[src/rtl/clock_mode_ctrl.sv]
// Wall-clock timekeeping and set-time/mode controller: h:m:s counters, RUN/SET_HOUR/SET_MIN FSM, 12/24 h remap.
// Optional digit blinking while setting is enabled by defining CLOCK_CTRL_BLINK_EN.
module clock_mode_ctrl #(
  parameter bit          START_24H  = 1'b0,
  parameter int unsigned RESET_HOUR = 0
) (
  input  logic       clk,
  input  logic       rst,
  input  logic       tick_1hz,
  input  logic       btn_mode,
  input  logic       btn_set,
  input  logic       btn_inc,
  output logic [4:0] hour_disp,
  output logic [5:0] minutes,
  output logic [5:0] seconds,
  output logic       flag_pm,
  output logic       flag_24h,
  output logic       setting_hour,
  output logic       setting_min,
  output logic       blank_hour,
  output logic       blank_min
);

  typedef enum logic [1:0] {RUN, SET_HOUR, SET_MIN} state_t;

  state_t     state;
  logic [4:0] hour;

  function automatic logic [5:0] inc_mod60(input logic [5:0] v);
    return (v == 6'd59) ? 6'd0 : v + 6'd1;
  endfunction

  function automatic logic [4:0] inc_mod24(input logic [4:0] v);
    return (v == 5'd23) ? 5'd0 : v + 5'd1;
  endfunction

  always_ff @(posedge clk) begin
    if (rst) begin
      state    <= RUN;
      hour     <= 5'(RESET_HOUR);
      minutes  <= 6'd0;
      seconds  <= 6'd0;
      flag_24h <= START_24H;
    end else begin
      if (btn_mode)
        flag_24h <= ~flag_24h;
      case (state)
        RUN: begin
          // Ripple carry: 23:59:59 wraps to 00:00:00 on a single tick
          if (tick_1hz) begin
            seconds <= inc_mod60(seconds);
            if (seconds == 6'd59) begin
              minutes <= inc_mod60(minutes);
              if (minutes == 6'd59)
                hour <= inc_mod24(hour);
            end
          end
          if (btn_set)
            state <= SET_HOUR;
        end
        SET_HOUR: begin
          if (btn_set)
            state <= SET_MIN;
          else if (btn_inc)
            hour <= inc_mod24(hour);
        end
        SET_MIN: begin
          if (btn_set) begin
            state   <= RUN;
            seconds <= 6'd0;
          end else if (btn_inc) begin
            minutes <= inc_mod60(minutes);
          end
        end
        default: state <= RUN;
      endcase
    end
  end

  always_comb begin
    hour_disp = hour;
    if (!flag_24h) begin
      if (hour == 5'd0)
        hour_disp = 5'd12;
      else if (hour > 5'd12)
        hour_disp = hour - 5'd12;
    end
  end

  assign flag_pm      = (hour >= 5'd12);
  assign setting_hour = (state == SET_HOUR);
  assign setting_min  = (state == SET_MIN);

`ifdef CLOCK_CTRL_BLINK_EN
  logic blink_phase;

  // Any state change (btn_set) restarts the blink phase at 0; it only runs while setting
  always_ff @(posedge clk) begin
    if (rst)
      blink_phase <= 1'b0;
    else if (btn_set || state == RUN || state == 2'd3)
      blink_phase <= 1'b0;
    else if (tick_1hz)
      blink_phase <= ~blink_phase;
  end

  assign blank_hour = setting_hour & blink_phase;
  assign blank_min  = setting_min & blink_phase;
`else
  assign blank_hour = 1'b0;
  assign blank_min  = 1'b0;
`endif

endmodule

[config.mk]
export PLATFORM = sky130hd
export DESIGN_NAME = clock_mode_ctrl
export DESIGN_NICKNAME = d
export VERILOG_FILES = /design/src/rtl/clock_mode_ctrl.sv
export SDC_FILE = /design/constraint.sdc
export NUM_CORES = 1
export LEC_CHECK = 0
export CORE_MARGIN = 4
export CORE_UTILIZATION = 54
export DETAILED_ROUTE_END_ITERATION = 8
export PLACE_DENSITY = 0.84
export SLEW_MARGIN = 25
export SYNTH_ARGS = -nofsm -noshare
export SYNTH_HDL_FRONTEND = slang
export SYNTH_SLANG_ARGS = --single-unit
[constraint.sdc]
create_clock -name clk -period 5 [get_ports clk]
set_clock_uncertainty 0.05 [all_clocks]
set_input_delay 1.5 -clock clk [delete_from_list [all_inputs] [get_ports clk]]
set_output_delay 1.5 -clock clk [all_outputs]
set_load 0.03 [all_outputs]
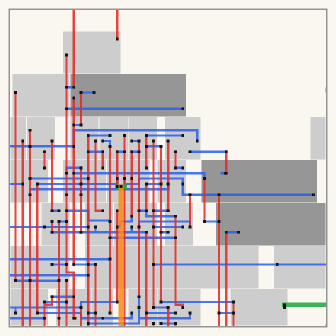
**Above:** layout detail.
Window x 33 to 53, y 33 to 53 microns. Cells in gray, sequential cells in the stronger gray; small squares are vias.
layer	color
metal 3	green
metal 4	orange
metal 2	red
metal 1	blue
cells with their middle in the window	27
sequential cells in the window	3
most frequent	o21ai_0 (5), clkdlybuf4s50_1 (4), dfxtp_1 (3)
netlist names of flops here include	minutes (3)

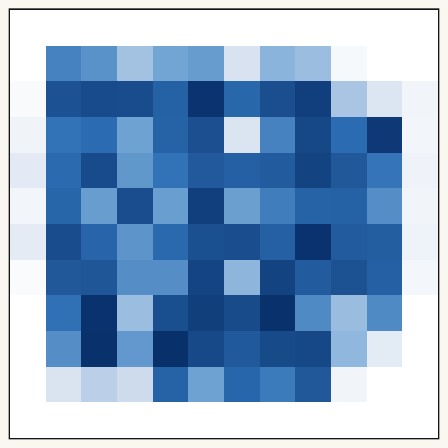
**Above:** cell area per tile.
The die is cut into 12 by 12 equal tiles; white is low, dark blue is high, 0 to 100% covered.
nearly empty tiles	24%
emptiest ninth of the die	lower right
fullest tile	100%
tiles over 75% full	39%
floorplan core density: 58.4%
core region area: 0.00228 sq mm
final core occ: 71.9%

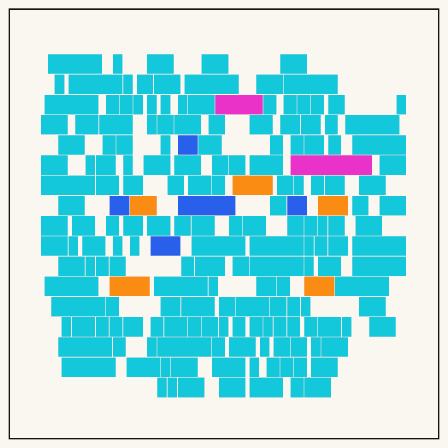
**Above:** sizing map.
size	color	cells
_6 and larger	magenta	2
_0 and _1 cells	cyan	173
_2 cells	orange	5
_3 and _4 cells	blue	5
fin worst setup slack: 1.14 ns
post-route cell area: 0.00164 sq mm
area added between synthesis and finish: 23.1%

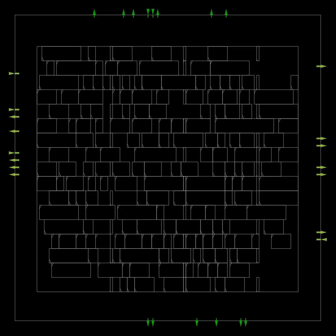
**Above:** placed standard cells.
standard-cell row count: 17
number of well-tap cells placed: 28

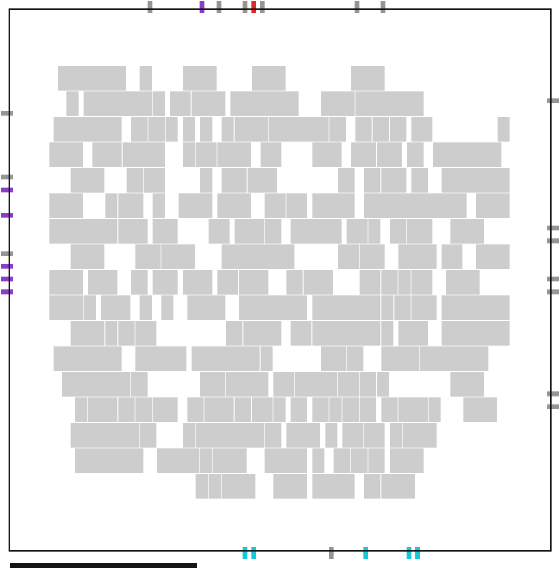
**Above:** pin placement.
Scale bar: 20 microns. Pins as bars across the die edge, other pins in gray.
port	color	pins	direction	edge
seconds	purple	6	output	5 left, 1 top
btn_inc	red	1	input	top
hour_disp	cyan	5	output	bottom
all pins by edge	8 top, 8 left, 7 right, 6 bottom
die span in x: 57.6 microns
quantity of I/O buffers inserted on ports: 26
Chip Height: 57.6 microns

==> deck_impl_summary.md <==
Physical Implementation Snapshot

Outcome
  • Run status: finished, final reports clean

Yosys
  • Sequential cell area fraction in the yosys report: 30.1%
  • Share of synthesized registers carrying an async set or reset: 0%
  • Synth Warn #: 0
  • Cells taking the most area after synthesis: dfxtp_1 30%, ha_1 6.6%, o21ai_0 4.9%, xnor2_1 4.6%, nor2_1 4.0%
  • Synth Area in Simple Gates: 30.6%

Die
  • Overall die area: 0.00332 sq mm
  • Io pins: 29

Job
  • Max-cap check violation count: 0

Critical path
  • Library cell contributing the largest single delay on the critical path: clkdlybuf4s50_1
  • CP max FO: 7
  • Critical path type: reg -> out
  • Critical path's top delay family: buffers and inverters
  • Arrival time worst endpoint: 2.31 ns
  • Type of element capturing the critical path: output pin

Layout
  • Most common logic cell in the routed design: clkdlybuf4s50_1
  • Number of diodes added for antenna fixing: 0
  • Sequential cell area in the final layout: 400 sq um
  • Fraction of layout cells with a size suffix above 1: 6.49%

GRT
  • Largest net degree at the start of global routing: 25
  • Aggregate global routing overflow: 0
  • Via count of the first global-routing pass: 1241
  • All-Layer GR Usage: 19.2%

Clock tree
  • Clock slew at reported path FFs: 0.12 ns
  • Clock tree from TritonCTS: yes

Power and ir drop
  • Logic pwr share: 18.7%
  • Comb power: 72.0 uW
  • Highest-power group: registers
  • Power density over the cells: 235 mW/mm^2
  • Static leakage power: 0.000573 uW

STA
  • Min Tclk post-route: 3.86 ns
  • Maximum frequency from static timing analysis: 259 MHz
  • Pins Over Slew Limit: 0

Drt
  • Mean routed wirelength per cell: 14.2 microns
  • Post-detailed-routing wire length: 3.02 mm
[worst paths after layout]
kind                                             from                    to  slack, ns  cells past startpoint
worst max register to register  state[0]$_SDFFE_PP0P_  hour[2]$_SDFFE_PP0P_       3.04                      4
worst max-delay path             hour[2]$_SDFFE_PP0P_          hour_disp[3]       1.14                      6
worst min-delay path             hour[0]$_SDFFE_PP0P_  hour[0]$_SDFFE_PP0P_       0.48                      2
worst min register to register   hour[0]$_SDFFE_PP0P_  hour[0]$_SDFFE_PP0P_       0.48                      2
[logic make-up (layout without fill, tap and decap cells)]
kind of cell,after synthesis,after routing
muxes,3,3
and+or+nand+nor,70,70
xor gates and xnor gates,7,7
other,1,2
AOI/OAI and AO/OA,37,37
adders and majority gates,7,7
DFF,20,20
buffers and inverters,16,39
[final cells by class]
cell class,instances,area share (%)
timing repair buffer,26,15.9
sequential,20,24.5
tap,28,2.14
multi-input combinational,126,51.3
clock buffer,3,1.38
clock inverter,1,1.84
inverter,9,2.91
[sequential cells by signal, summed over array words and instances (netlist names)]
register / cells
flag_24h: 1
state: 2
hour: 5
seconds: 6
minutes: 6
[tightest hold or removal path: cells and delay by family (launching register included)]
kind	cells	cell delay, ns
DFF	1	0.36
and+or+nand+nor	1	0.07
AOI/OAI and AO/OA	1	0.06
[metal layers]
metal	vias up	track usage, %	share of wire (%)
met2	38	34.5	51
met3	6	4.52	5.1
met5	-	0	0
li1	635	-	-
met1	588	22.3	43
met4	0	5.63	1.3
[stage by stage]
step                      hold WS [ns]  cells  worst slack, ns  total power (uW)
final                            0.479    213             1.14               385
after global placement           0.452    209             1.61               252
after global routing             0.522    213            0.991               401
after floorplan                  0.427    162             1.79               229
after CTS                        0.478    213             1.15               386
after detailed placement         0.457    209             1.51               254
Power and IR drop assume default switching activity.
